Design processador_multiciclo_hs, sky130hd; sources not shown.
**Clock nets**

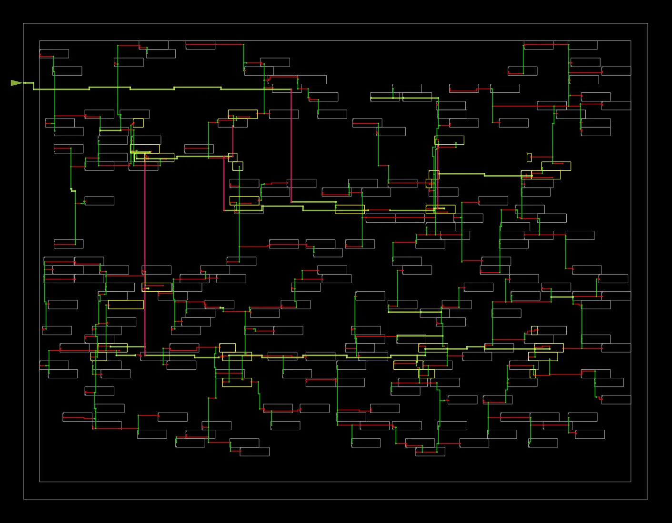
seq_cells: 197
clk latency late pin: 0.46 ns
clock skew: 0.01595 ns

**Metal 2**

Drawn at 2 px/um. Cells faint in the background.
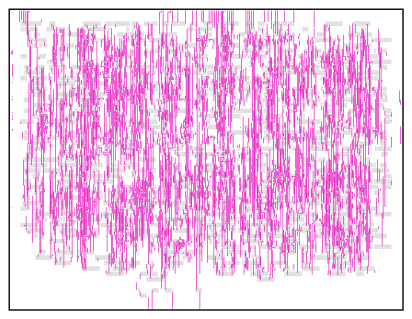
1112 nets have wire on it. The longest straight run is 69.1 um. The layer carries 19000 um of wire.
grt met2 use: 44.14%
WL final: 43330 um
vias after detailed routing: 11.25k

**Port wiring**

Drawn at 2 px/um.
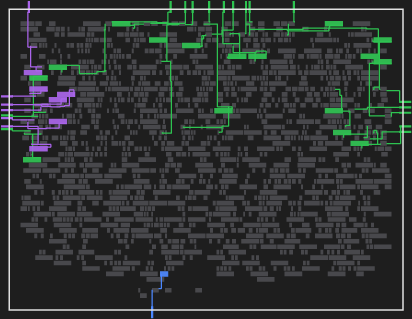
Purple is `mem_addr`, direction output, edge 5 left, 1 top, end cells 6, buffers 6, wire 224 um. Green is `mem_wdata`, direction output, edge 9 top, 5 right, 2 left, end cells 16, buffers 16, wire 885 um. Blue is `Reset`, direction input, edge bottom, end cells 1, buffers 1, wire 17.9 um.
Port Buffers: 95
# IOs: 96

**Routed metal, one color a layer**

Drawn at 3 px/um. Two of the layers only.
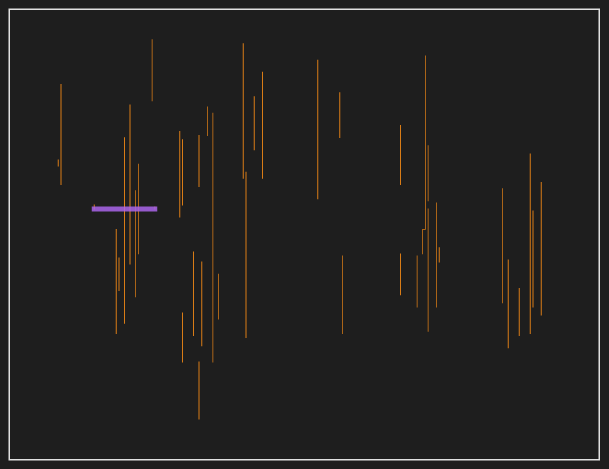
Orange is met4, wire length 1220 um. Purple is met5, wire length 20.2 um.
post-DR wirelength/cell: 25.18 um
Global Route Usage Sum: 29.33%

==> flow_summary_export.csv <==
group,metric,value,unit
critical_path,worst_setup_path_end_kind,"output port",
place,finalWeightedCongestion,0.9332,
grt,overflow,0,
detailed_routing,route.met3.wl,4114,um
critical_path,critPathBufInv,2,
critical_path,cpLargestDelayFamily,"buffers and inverters",
sta,relSlewSlack,24.64,%
grt,use_met1,42.04,%
critical_path,path_common_cell,"clkdlybuf4s50_1",
detailed_routing,viasPerCell,6.537,
critical_path,required,14.04,ns
sta,fin_crit_sh,51.39,%
place,dp_hpwl,28680,um
sta,period_needed,9.018,ns
sta,fmax,110.9,MHz
grt,grt_pass1_vias,10670,
detailed_routing,drc,0,
detailed_routing,wl_met1,18990,um
cells_and_area,diodes,0,
place,dp_cells,1689,
cells_and_area,fin_cells,1721,
clock_network,postCtsSetupRepairBufs,0,
synthesis,ys_warn_count,0,
sta,final-hold-violation-count,0,
synthesis,most_common_cell,"dfrtp_1",
synthesis,topCellsByArea,"dfrtp_1 (42%), o21ai_0 (8.2%), mux4_2 (5.8%), nand3_1 (5.0%), nand2_1 (4.6%)",
cells_and_area,logic_area,6212,sq um
floorplanning,num_tap_cells,344,
grt,grt_pass1_wl,66070,um
critical_path,crit_type,"input pin to output port",
cells_and_area,signal_buffers,117,
synthesis,synth_area,11700,sq um
synthesis,yosysCellCount,1328,
detailed_routing,top_layer,"met5",
clock_network,htreeDepth,4,
synthesis,synth_nets,1369,
critical_path,ff2ff_path_depth,16,
synthesis,yosys.area.top_type_share,42.14,%
clock_network,cts_buffers,17,
floorplanning,die_width,196.2,um
synthesis,mux_area_share,8.770,%
cells_and_area,drive_above_1_share,9.296,%
synthesis,synth_cells,1328,
cells_and_area,inverters,46,
sta,rsz0062_at_grt,"no",
cells_and_area,fillers,2445,
cells_and_area,fin_nets,1406,
place,post_dp_cell_area,12850,sq um
cells_and_area,comb_share,46.15,%
clock_network,clk_path_buf_depth,2,
sta,setup_slack,8.532,ns
synthesis,ys_sh_simple,16.55,%
critical_path,path_cells,"clkdlybuf4s50_1 -> mux2_2 -> nand2_1 -> o21ai_0 -> a221oi_1 -> nor2_1 -> clkdlybuf4s50_1",
run,max_cap_viol_count,0,
synthesis,ys.flops,197,
run,tool_warnings,31,
critical_path,cp_max_fo,4,
floorplanning,row_count,51,
cells_and_area,layout_top_cells,"dfrtp_1 (196), o21ai_0 (191), nand2_1 (139)",
sta,hold_ws,0.5183,ns
cells_and_area,lay_top_count,"dfrtp_1",
synthesis,top_logic_kind,"AND-OR/OR-AND gates",
synthesis,ys_async_sr_fraction,100.0,%
detailed_routing,dr_wl_met2,18980,um
outcome,outcome,"complete, no violations",
sta,finalSetupTns,0,ns
synthesis,aoi_share,23.08,%
cells_and_area,nonClkBufAreaFrac,8.468,%
grt,grt_max_degree,115,
critical_path,critPathMaxStageDelay,0.60,ns
cells_and_area,design_area,13460,sq um
synthesis,ff_type,"dfrtp_1",
detailed_routing,ant_nets,0,
sta,worst_pin_slew,1.127,ns
critical_path,crit_cells,7,
clock_network,clk_pin_slew,0.07,ns
cells_and_area,area_growth_syn_to_layout,15.06,%
clock_network,holdBufCountCts,0,
sta,setup_violations,0,
floorplanning,fp.dieH,149.6,um
critical_path,critPathLaunchType,"input pin",
synthesis,ys_area,11700,sq um
clock_network,tritoncts,"built",
grt,grt_antenna_before_repair,1,
synthesis,synth_cell_types,68,
min_path,hold_path_class,"register to register",
critical_path,slowest_stage,"clkdlybuf4s50_1",
synthesis,syn_avg_cell_area,8.809,sq um
floorplanning,die-area,29360,sq um
